===== src/rtl/mips_pkg.sv =====
// Shared MIPS pipeline types and constants used by the fetch stage and later stages.
package mips_pkg;

    localparam int XLEN = 32;
    localparam logic [XLEN-1:0] NOP_WORD = 32'h0000_0000;
    localparam logic [XLEN-1:0] RESET_PC_DEFAULT = 32'h0000_0000;

    typedef struct packed {
        logic [XLEN-1:0] instr;
        logic [XLEN-1:0] pc4;
        logic            valid;
    } if_id_t;

    // Instruction addresses are always word-aligned; low two bits are dropped.
    function automatic logic [XLEN-1:0] word_align(input logic [XLEN-1:0] addr);
        return {addr[XLEN-1:2], 2'b00};
    endfunction

endpackage


===== src/rtl/if_id_reg.sv =====
// IF/ID pipeline register with hold and bubble-injection controls.
module if_id_reg
    import mips_pkg::*;
#(
    parameter logic [XLEN-1:0] NOP = NOP_WORD
) (
    input  logic   clk,
    input  logic   rst,
    input  logic   hold,
    input  logic   flush,
    input  if_id_t d,
    output if_id_t q
);

    localparam if_id_t BUBBLE = '{NOP, {XLEN{1'b0}}, 1'b0};

    // Flush outranks hold so a redirect always discards the wrong-path word.
    always_ff @(posedge clk) begin
        if (rst) begin
            q <= BUBBLE;
        end else if (flush) begin
            q <= BUBBLE;
        end else if (hold) begin
            q <= q;
        end else begin
            q <= d;
        end
    end

endmodule


===== src/rtl/fetch_stage.sv =====
// MIPS instruction-fetch stage: PC register, next-PC selection, range check and IF/ID capture.
module fetch_stage
    import mips_pkg::*;
#(
    parameter logic [XLEN-1:0] RESET_PC   = RESET_PC_DEFAULT,
    parameter int unsigned     IMEM_BYTES = 24,
    parameter logic [XLEN-1:0] NOP_WORD   = mips_pkg::NOP_WORD
) (
    input  logic            clk,
    input  logic            rst,
    input  logic            stall,
    input  logic            branch_taken,
    input  logic [XLEN-1:0] branch_target,
    input  logic [XLEN-1:0] instr_in,
    output logic [XLEN-1:0] pc_out,
    output logic [XLEN-1:0] ifid_instr,
    output logic [XLEN-1:0] ifid_pc4,
    output logic            ifid_valid,
    output logic            addr_fault
);

    localparam logic [XLEN-1:0] PC_INIT    = {RESET_PC[XLEN-1:2], 2'b00};
    localparam logic [XLEN-1:0] IMEM_LIMIT = XLEN'(IMEM_BYTES);

    logic [XLEN-1:0] pc_r;
    logic            addr_fault_r;
    logic [XLEN-1:0] pc4_s;
    logic            out_of_range_s;
    logic            flush_s;
    if_id_t          capture_s;
    if_id_t          ifid_q_s;

    // Sequential fall-through address, range check and IF/ID capture word.
    always_comb begin
        pc4_s           = pc_r + 32'd4;
        out_of_range_s  = (pc_r >= IMEM_LIMIT);
        flush_s         = branch_taken | (~stall & out_of_range_s);
        capture_s.instr = instr_in;
        capture_s.pc4   = pc4_s;
        capture_s.valid = 1'b1;
    end

    // PC register: reset, then redirect, then stall hold, else advance.
    always_ff @(posedge clk) begin
        if (rst) begin
            pc_r <= PC_INIT;
        end else if (branch_taken) begin
            pc_r <= word_align(branch_target);
        end else if (stall) begin
            pc_r <= pc_r;
        end else begin
            pc_r <= pc4_s;
        end
    end

    // Sticky fault: only a real (unstalled, unredirected) capture out of range sets it.
    always_ff @(posedge clk) begin
        if (rst) begin
            addr_fault_r <= 1'b0;
        end else if (!branch_taken && !stall && out_of_range_s) begin
            addr_fault_r <= 1'b1;
        end else begin
            addr_fault_r <= addr_fault_r;
        end
    end

    if_id_reg #(
        .NOP (NOP_WORD)
    ) u_if_id_reg (
        .clk   (clk),
        .rst   (rst),
        .hold  (stall),
        .flush (flush_s),
        .d     (capture_s),
        .q     (ifid_q_s)
    );

    assign pc_out     = pc_r;
    assign addr_fault = addr_fault_r;
    assign ifid_instr = ifid_q_s.instr;
    assign ifid_pc4   = ifid_q_s.pc4;
    assign ifid_valid = ifid_q_s.valid;

endmodule


===== config.mk =====
export PLATFORM = sky130hd
export DESIGN_NAME = fetch_stage
export DESIGN_NICKNAME = d
export VERILOG_FILES = /design/src/rtl/mips_pkg.sv /design/src/rtl/if_id_reg.sv /design/src/rtl/fetch_stage.sv
export SDC_FILE = /design/constraint.sdc
export NUM_CORES = 1
export LEC_CHECK = 0
export CORE_ASPECT_RATIO = 1.25
export CORE_MARGIN = 1.5
export CORE_UTILIZATION = 40
export DETAILED_ROUTE_END_ITERATION = 10
export GPL_ROUTABILITY_DRIVEN = 0
export GPL_TIMING_DRIVEN = 0
export PLACE_DENSITY = 0.73
export SLEW_MARGIN = 10
export SYNTH_ARGS = -nofsm -noshare
export SYNTH_HDL_FRONTEND = slang
export SYNTH_SLANG_ARGS = --single-unit
export TNS_END_PERCENT = 20

===== constraint.sdc =====
create_clock -name clk -period 2.75 [get_ports clk]
set_input_delay 0.4125 -clock clk [delete_from_list [all_inputs] [get_ports clk]]
set_output_delay 0.4125 -clock clk [all_outputs]
set_load 0.05 [all_outputs]

==> run_1/m2.png <==
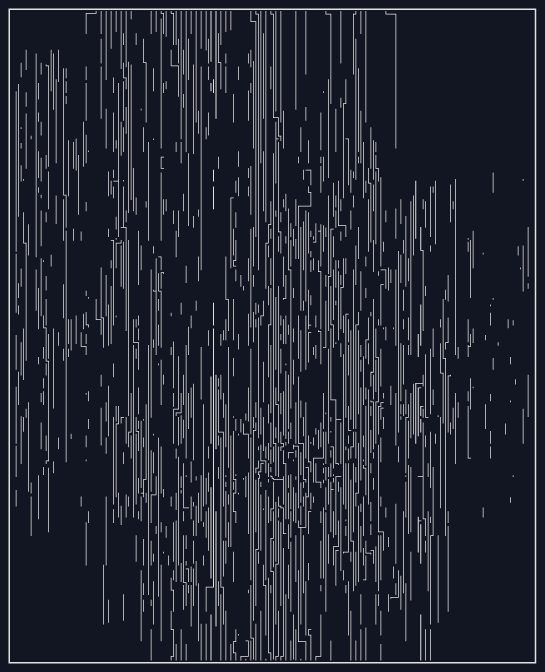
- wire length on this layer: 6620 um
- main direction: vertical
- longest straight run: 53.4 um
GR Util met2: 40.9%
vias: 4320

==> run_1/layers.png <==
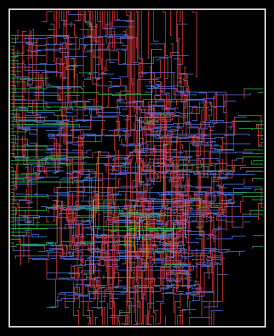
- M2: red (wire length 6620 um)
- M4: orange (wire length 334 um)
- M1: blue (wire length 5250 um)
- M3: green (wire length 1130 um)
wire per inst: 16.3 um
Total GRT Usage: 23.0%

==> reports/qor.csv, run 1 <==
stage;metric;value;unit
status;status;finished, final reports clean;
power;Seq. pwr;1.46;mW
critical_path;CP Launch Type;input pin;
yosys;XOR-XNOR Cells, Area Fraction;10.2;%
finish;Largest register FFs;63;
critical_path;max incr delay on CP;0.58;ns
yosys;FF+latch count, synth;94;
yosys;Synth async-reset ratio;0;%
detailed_routing;met1 wire length;5250;um
finish;ClkCell Share;4.61;%
critical_path;R2R depth;6;
detailed_routing;remaining antenna violation count;0;
finish;Repair and plain buffers;210;
clocking;Root Buffer;clkbuf_16;
global_route;antenna violations before repair;0;
global_route;first-pass GRT wire length;21400;um
finish;clock buffers;10;
finish;Data buffer area share;28.1;%
critical_path;Max FO, Critical Path;10;
yosys;AO/OA Area Share;9.49;%
clocking;CTS Hold Buffers Added;0;
worst_hold_path;WHS Path Cells;2;
critical_path;slowest CP cell;buf_1;
yosys;syn_area_per_cell;8.62;um^2
power;Clk. pwr;1.27;mW
finish;Logic Gate Count;361;
critical_path;RR Endpoint;pc_out[24];
detailed_routing;met2 routed WL;6620;um
power;Comb power frac;19.2;%
clocking;postcts setup bufs;0;
worst_hold_path;hold path endpoint;u_if_id_reg.q[0];
run;Tool Warnings;29;
final_timing;final period demand of the worst path;2.60;ns
clocking;CTS Sinks;94;
floorplanning;Initial Utilization;41.3;%
critical_path;CP endpoint;u_if_id_reg.q[30];
power;Comb group;0.647;mW
yosys;gate count after technology mapping;509;
detailed_routing;drt drc;0;
finish;most numerous logic cell after layout;clkdlybuf4s50_1;
critical_path;crit path cell chain;clkdlybuf4s50_1 -> clkbuf_1 -> inv_1 -> clkbuf_1 -> buf_1 -> nor2_1 -> a211oi_1;
global_route;largest net degree at the start of global routing;17;
global_route;number of global-route vias before repair;4397;
floorplanning;Die ar.;11600;um^2
power;Cell Pwr Density;522;nW/um^2
critical_path;CP Launch Point;stall;
power;Design Power;3.37;mW
detailed_routing;drt via density;5.27;
critical_path;crit path kind;input pin to register;
final_timing;hold_ws;0.456;ns
critical_path;setup slack, reg-to-reg;0.19;ns
clocking;clock buffer count from CTS;9;
finish;Layout Nets;752;
placement;placed cell areas;6160;um^2
yosys;Post-synth EDFFs;0;
floorplanning;Die X;96.7;um
finish;number of diodes;0;
final_timing;RSZ-0062 raised after global routing;false;
final_timing;fmax;0.385;GHz
clocking;CTS tree;built;
final_timing;Final period util;94.4;%
power;VDD IR max;0.336;mV
placement;Detailed Place HPWL;10100;um
final_timing;final setup fails;0;
detailed_routing;Detailed Route WL;13300;um
yosys;register share after synthesis;42.9;%
finish;design area;6450;um^2
yosys;Mapped Area;4390;um^2
critical_path;most used cell, CP;clkbuf_1;
critical_path;worst path arrival time;2.85;ns
clocking;Latency at later pin;0.35;ns
global_route;met1 usage;25.3;%
final_timing;clk_skew;0.00779;ns
detailed_routing;DRT iter0 DRCs;185;
run;Max-cap violations;0;
==> run_1/util_map.png <==
The die is cut into 10 by 12 equal tiles; white is low, dark blue is high, 0 to 100% covered.
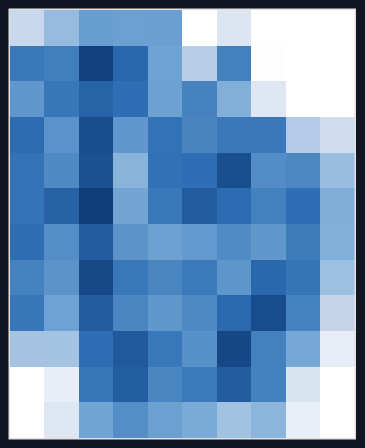
- nearly empty tiles: 11%
- fullest tile: 95%
- tiles over 75% full: 20%
- mean over tiles: 54%
- densest ninth of the die: west
- emptiest ninth of the die: north-east

==> run_1/gates.png <==
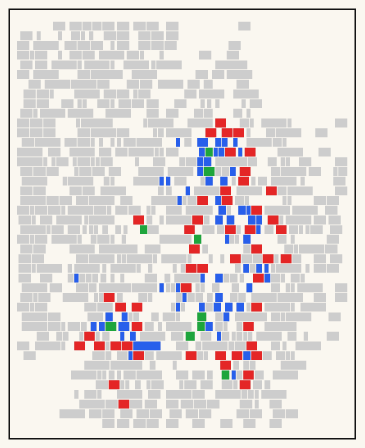

==> run 2: changes to the inputs <==
--- a/config.mk
+++ b/config.mk
@@ -10,7 +10,7 @@
 export CORE_UTILIZATION = 40
 export DETAILED_ROUTE_END_ITERATION = 10
 export GPL_ROUTABILITY_DRIVEN = 0
-export GPL_TIMING_DRIVEN = 0
+export GPL_TIMING_DRIVEN = 1
 export PLACE_DENSITY = 0.73
 export SLEW_MARGIN = 10
 export SYNTH_ARGS = -nofsm -noshare
==> run_2/gates.png <==
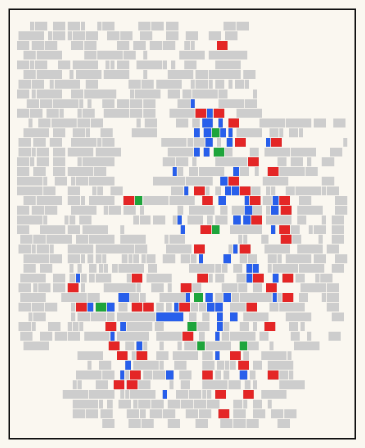
- xor and xnor cells: red (cells 51; most used xor2_1)
- nand cells: blue (cells 61; most used nand2_1)
- and/or cells: green (cells 9; most used or3_1)

==> run 2 against run 1 <==
Net effect: global-route usage decreased by 1.9 points; fmax increased by 12%; setup slack improved by 0.28 ns; synthesized cell count unchanged; cell count decreased by 4.8%; clock skew decreased by 0.0036 ns; non-clock buffer count decreased by 39; sequential power about the same; register-to-register slack improved by 0.24 ns; routed wire length decreased by 7.8%; largest cell class unchanged; highest routed layer unchanged.
==> reports/qor.csv, run 2 <==
stage;metric;value;unit
detailed_routing;drt drc;0;
floorplanning;Die Ht;120;um
power;Seq. pwr;1.49;mW
clocking;clock buffer count from CTS;9;
detailed_routing;met1 wire length;4920;um
detailed_routing;vias;4047;
floorplanning;Die X;96.7;um
yosys;Post-synth EDFFs;0;
finish;design area;6390;um^2
clocking;CTS Sinks;94;
worst_hold_path;WHS Path Cells;2;
global_route;antenna violations before repair;0;
clocking;CTS Hold Buffers Added;0;
yosys;gate count after technology mapping;509;
floorplanning;Initial Utilization;41.3;%
critical_path;CP Launch Type;register;
final_timing;RSZ-0062 raised after global routing;false;
critical_path;RR Endpoint;pc_out[28];
global_route;number of global-route vias before repair;3998;
power;Design Power;3.48;mW
global_route;largest net degree at the start of global routing;60;
detailed_routing;wire per inst;15.7;um
power;Comb power frac;16.8;%
worst_hold_path;hold path endpoint;u_if_id_reg.q[0];
yosys;XOR-XNOR Cells, Area Fraction;10.2;%
critical_path;Max FO, Critical Path;11;
critical_path;CP Launch Point;pc_out[3];
detailed_routing;DRT iter0 DRCs;133;
finish;Logic Gate Count;361;
power;Clk. pwr;1.41;mW
final_timing;hold_ws;0.451;ns
yosys;AO/OA Area Share;9.49;%
floorplanning;Die ar.;11600;um^2
critical_path;R2R depth;7;
final_timing;clk_skew;0.00419;ns
power;Cell Pwr Density;545;nW/um^2
detailed_routing;drt via density;5.19;
finish;clock buffers;10;
power;Comb group;0.583;mW
final_timing;final period demand of the worst path;2.32;ns
clocking;Root Buffer;clkbuf_16;
yosys;register share after synthesis;42.9;%
clocking;Latency at later pin;0.34;ns
final_timing;max-slew violations;0;
power;VDD IR max;0.329;mV
yosys;Mapped Area;4390;um^2
final_timing;final setup fails;0;
yosys;syn_area_per_cell;8.62;um^2
clocking;CTS tree;built;
detailed_routing;remaining antenna violation count;0;
finish;Largest register FFs;63;
critical_path;setup slack, reg-to-reg;0.43;ns
critical_path;max incr delay on CP;0.47;ns
placement;placed cell areas;6050;um^2
finish;most numerous logic cell after layout;clkdlybuf4s50_1;
run;Max-cap violations;0;
placement;Detailed Place HPWL;8630;um
finish;number of diodes;0;
run;Tool Warnings;29;
finish;ClkCell Share;5.31;%
status;status;finished, final reports clean;
clocking;postcts setup bufs;0;
critical_path;crit path cell chain;ha_1 -> nand3_1 -> nor4_2 -> buf_4 -> nand4_1 -> xor2_1 -> a211oi_1;
finish;Layout Nets;713;
global_route;first-pass GRT wire length;19700;um
==> run_2/layers.png <==
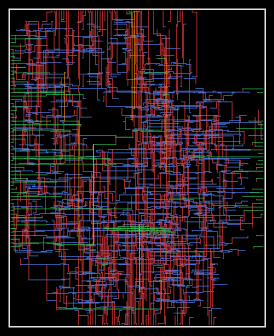
- M4: orange (wire length 261 um)
- M3: green (wire length 948 um)
- M2: red (wire length 6150 um)
- M1: blue (wire length 4920 um)

Power is estimated from default activity; no workload was simulated.
